`src/rtl/gclk_sample_monitor.sv`:
```
// Global-clock sampled-value monitor: past/stable/changed/rose/fell flags plus hold-window checking.
// Define GCLK_MON_SVA_EN to compile the embedded concurrent assertions and cover property.
module gclk_sample_monitor #(
  parameter int WIDTH      = 1,
  parameter int MIN_STABLE = 2,
  parameter int CNT_W      = 8
) (
  input  logic             clk,
  input  logic             rst_n,
  input  logic             en,
  input  logic             clear,
  input  logic [WIDTH-1:0] sig,
  output logic [WIDTH-1:0] past_sig,
  output logic             past_valid,
  output logic             stable,
  output logic             changed,
  output logic             rose,
  output logic             fell,
  output logic [CNT_W-1:0] stable_cnt,
  output logic             violation,
  output logic [CNT_W-1:0] viol_cnt
);

  localparam logic [1:0]       ST_EMPTY  = 2'd0;
  localparam logic [1:0]       ST_PRIMED = 2'd1;
  localparam logic [1:0]       ST_TRACK  = 2'd2;
  localparam logic [CNT_W-1:0] CNT_ZERO  = {CNT_W{1'b0}};
  localparam logic [CNT_W-1:0] CNT_ONE   = {{(CNT_W-1){1'b0}}, 1'b1};
  localparam logic [CNT_W-1:0] CNT_MAX   = {CNT_W{1'b1}};
  localparam logic [CNT_W-1:0] MIN_CNT   = CNT_W'(MIN_STABLE);

  logic [1:0]       state_r;
  logic             same_s;
  logic             short_s;
  logic [CNT_W-1:0] cnt_inc_s;
  logic [CNT_W-1:0] viol_inc_s;

  // Zero-latency flags against the last enabled sample, plus saturating increments.
  always_comb begin
    same_s     = (sig == past_sig);
    stable     = en && past_valid && same_s;
    changed    = en && past_valid && !same_s;
    rose       = en && past_valid && !past_sig[0] && sig[0];
    fell       = en && past_valid && past_sig[0] && !sig[0];
    // With MIN_STABLE=1 a run of any length is long enough, even after a clear zeroed the count.
    short_s    = (MIN_STABLE > 1) && (stable_cnt < MIN_CNT);
    cnt_inc_s  = (stable_cnt == CNT_MAX) ? stable_cnt : stable_cnt + CNT_ONE;
    viol_inc_s = (viol_cnt == CNT_MAX) ? viol_cnt : viol_cnt + CNT_ONE;
  end

  // Sampling FSM, run-length and violation bookkeeping.
  always_ff @(posedge clk or negedge rst_n) begin
    if (!rst_n) begin
      state_r    <= ST_EMPTY;
      past_sig   <= {WIDTH{1'b0}};
      past_valid <= 1'b0;
      stable_cnt <= CNT_ZERO;
      violation  <= 1'b0;
      viol_cnt   <= CNT_ZERO;
    end else begin
      if (en) begin
        past_sig   <= sig;
        past_valid <= 1'b1;
        case (state_r)
          ST_EMPTY: begin
            state_r    <= ST_PRIMED;
            stable_cnt <= CNT_ONE;
          end
          ST_PRIMED: begin
            // No earlier change point exists, so this change cannot be a short pulse.
            if (!same_s) begin
              state_r    <= ST_TRACK;
              stable_cnt <= CNT_ONE;
            end else begin
              stable_cnt <= cnt_inc_s;
            end
          end
          ST_TRACK: begin
            if (!same_s) begin
              stable_cnt <= CNT_ONE;
              if (short_s) begin
                violation <= 1'b1;
                viol_cnt  <= viol_inc_s;
              end else begin
                viol_cnt  <= viol_cnt;
              end
            end else begin
              stable_cnt <= cnt_inc_s;
            end
          end
          default: begin
            state_r    <= ST_EMPTY;
            past_valid <= 1'b0;
            stable_cnt <= CNT_ZERO;
          end
        endcase
      end else begin
        state_r <= state_r;
      end
      // Clear overrides any same-cycle event; a same-cycle change still starts a new run.
      if (clear) begin
        violation  <= 1'b0;
        viol_cnt   <= CNT_ZERO;
        stable_cnt <= changed ? CNT_ONE : CNT_ZERO;
      end else begin
        violation  <= violation | (en && (state_r == ST_TRACK) && !same_s && short_s);
      end
    end
  end

`ifdef GCLK_MON_SVA_EN
  a_stable_not_changed: assert property (@(posedge clk) disable iff (!rst_n)
    (past_valid && en) |-> (stable == !changed));
  a_rose_fell_excl: assert property (@(posedge clk) disable iff (!rst_n)
    !(rose && fell));
  a_past_tracks_sig: assert property (@(posedge clk) disable iff (!rst_n)
    en |=> (past_sig == $past(sig)));
  a_violation_sticky: assert property (@(posedge clk) disable iff (!rst_n)
    $fell(violation) |-> $past(clear));
  c_violation: cover property (@(posedge clk) disable iff (!rst_n) violation);
`endif

endmodule

```
`config.mk`:
```
export PLATFORM = sky130hd
export DESIGN_NAME = gclk_sample_monitor
export DESIGN_NICKNAME = d
export VERILOG_FILES = /design/src/rtl/gclk_sample_monitor.sv
export SDC_FILE = /design/constraint.sdc
export NUM_CORES = 1
export LEC_CHECK = 0
export CORE_MARGIN = 2
export CORE_UTILIZATION = 50
export DETAILED_ROUTE_END_ITERATION = 8
export GPL_ROUTABILITY_DRIVEN = 0
export PLACE_DENSITY_LB_ADDON = 0.25
export SLEW_MARGIN = 5
export SYNTH_ARGS = -nofsm -noshare
export SYNTH_HDL_FRONTEND = slang
export SYNTH_SLANG_ARGS = --single-unit
```
`constraint.sdc`:
```
create_clock -name clk -period 6.4 [get_ports clk]
set_clock_uncertainty 0.1 [all_clocks]
set_input_delay 1.28 -clock clk [delete_from_list [all_inputs] [get_ports clk]]
set_output_delay 1.28 -clock clk [all_outputs]
set_load 0.02 [all_outputs]
```
**Cells coloured by class**

Bar = 20 um. Fill, decap, tap and diode cells in grey.
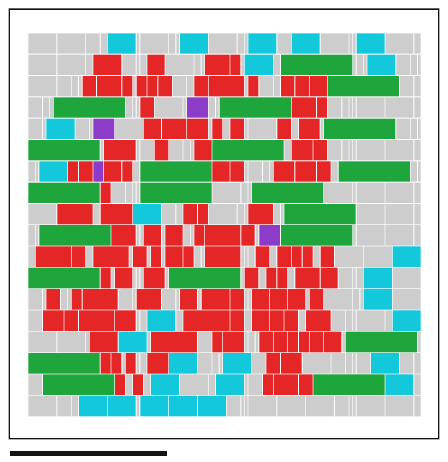
remaining logic cells -> red  # cells 115, share of their area 47%
clock drivers and dummy loads -> purple  # cells 4, share of their area 1.7%
remaining buffers and delay cells -> cyan  # cells 27, share of their area 17%
registers -> green  # cells 21, share of their area 34%

**Cell placement**

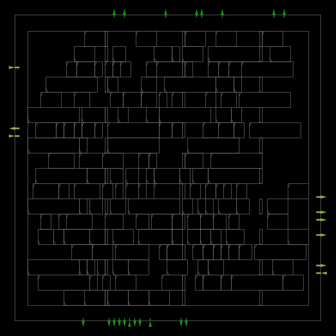
tap cell count: 30
fraction of area in registers: 32.94%

==> GITHUB_STEP_SUMMARY <==
## Implementation flow summary

| Metric | Value |
|---|---|
| I/O Buffers | `27` |
| Tool warnings | `30` |
| Vias | `1161` |
| Critical path type | `in -> out` |
| Post-Synthesis Cells | `141` |
| Congestion Overflow GR | `0` |
| EDFF count, synth | `0` |
| Reg2reg start | `state_r[0]` |
| WL/cell | `around 15 um` |
| First-pass GRT wire length | `roughly 4900 um` |
| Core area | `2455 um2` |
| Metal-1 WL | `1225 um` |
| DR iter-0 viols | `55` |
| Initial antenna violation count | `0` |
| TritonRoute pass-1 iters | `4` |
| Most instantiated logic cell after routing | `clkdlybuf4s50_1` |
| Routed Antenna Nets | `0` |
| Layout area overhead | `24.63%` |
| Syn_nets | `approximately 150` |
| Die extent in y | `54.60 um` |
| I/O pin total | `28` |
| Ant diodes | `0` |
| # rows | `18` |
| Startpoint types | `input pin` |
| Routed Wire Length | `2863 um` |
| CTS Sinks | `21` |
| Latency at later pin | `0.31 ns` |
| Die Footprint | `a little under 3000 um2` |
| Pins over their slew limit | `0` |
| Status | `completed` |
| Hold_ws | `between 0.4 and 0.5 ns` |
| Registers, synthesis | `21` |
| Tcrit/Tclk final | `70.34%` |
| Hold Path Origin | `violation` |
| Final setup violation count | `0` |
**Wiring by layer**

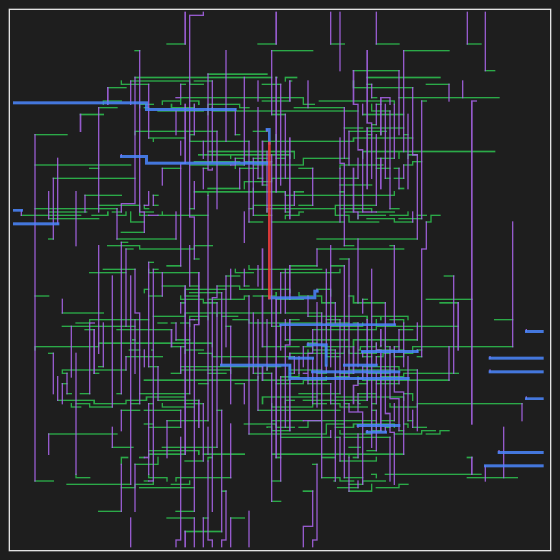
M4 -> red  # wire length 15.6 um
M3 -> blue  # wire length 136 um
M1 -> green  # wire length 1230 um
M2 -> purple  # wire length 1490 um

[synth_stat cells, drive strengths merged, types with 4 or more instances]
cell / count / area share (%)
dfrtp: 21 / 41
nand2: 12 / 3.5
o21ai: 12 / 4.7
a21oi: 9 / 3.5
nor2: 9 / 2.6
inv: 8 / 2.3
nand3: 8 / 3.1
ha: 7 / 6.8
clkbuf: 5 / 1.5
a31oi: 4 / 2.0
a41oi: 4 / 2.7
nor3: 4 / 1.6
o41ai: 4 / 3.3
[final timing paths]
path	endpoint	slack [ns]	depth (start not counted)
min	violation	0.43	2
max in group asynchronous	past_sig	4.26	1
max reg2reg	stable_cnt[4]	3.94	6
min reg2reg	violation	0.43	2
max	rose	1.90	4
min in group asynchronous	stable_cnt[3]	1.37	1
[critical path, cell delays in order]
cell	delay, ns
clkdlybuf4s50_1	0.76
nand2_1	0.19
nor3b_1	0.24
clkdlybuf4s50_1	0.65
[final cells by class]
| class | instances | area [um2] | share of cell area [%] |
|---|---|---|---|
| clock buffer | 4 | 26.28 | 1.647 |
| multi-input combinational | 107 | 705.7 | 44.24 |
| timing repair buffer | 27 | 270.3 | 16.94 |
| inverter | 8 | 30.03 | 1.882 |
| sequential | 21 | 525.5 | 32.94 |
| tap | 30 | 37.54 | 2.353 |
[report_power, final]
| group | leakage, nW | internal, W | switching [W] | total (W) |
|---|---|---|---|---|
| combinational | 0.315 | 0.0000607 | 0.0000801 | 0.000141 |
| clock | 0.0150 | 0.0000244 | 0.0000398 | 0.0000642 |
| sequential | 0.281 | 0.000147 | 0.0000161 | 0.000164 |
[state kept, by name (all words and copies together) (netlist names)]
signal	flops
past_sig	1
past_valid	1
stable_cnt	8
state_r	2
viol_cnt	8
violation	1
[metal layers]
metal | track usage, % | vias to the layer above
met5 | 0 | -
met3 | 5.464 | 3
met1 | 30.05 | 557
met4 | 6.250 | 0
li1 | - | 570
met2 | 36.90 | 31
[logic make-up (layout without fill, tap and decap cells)]
kind of cell               count (synthesis)  in the layout  share of synthesized area [%]
DFF                                       21             21                          41.06
muxes                                      3              3                          2.541
and+or+nand+nor                           56             56                          23.85
buffers and inverters                     13             39                          3.813
xor gates and xnor gates                   2              2                          1.956
AOI/OAI and AO/OA                         39             39                          19.94
adders and majority gates                  7              7                          6.842
[metrics by stage]
| stage | area (um2) | std cells | total power, W | setup slack (ns) |
|---|---|---|---|---|
| floorplan | 1280 | 141 | 0.0002565 | 2.762 |
| global placement | 1569 | 193 | 0.0003010 | 2.022 |
| detailed placement | 1569 | 193 | 0.0003063 | 1.939 |
| CTS | 1595 | 197 | 0.0003704 | 1.906 |
| global route | 1595 | 197 | 0.0003960 | 1.722 |
| finish | 1595 | 197 | 0.0003685 | 1.898 |
Power figures rest on the tool's default switching activity, not on a simulated workload.
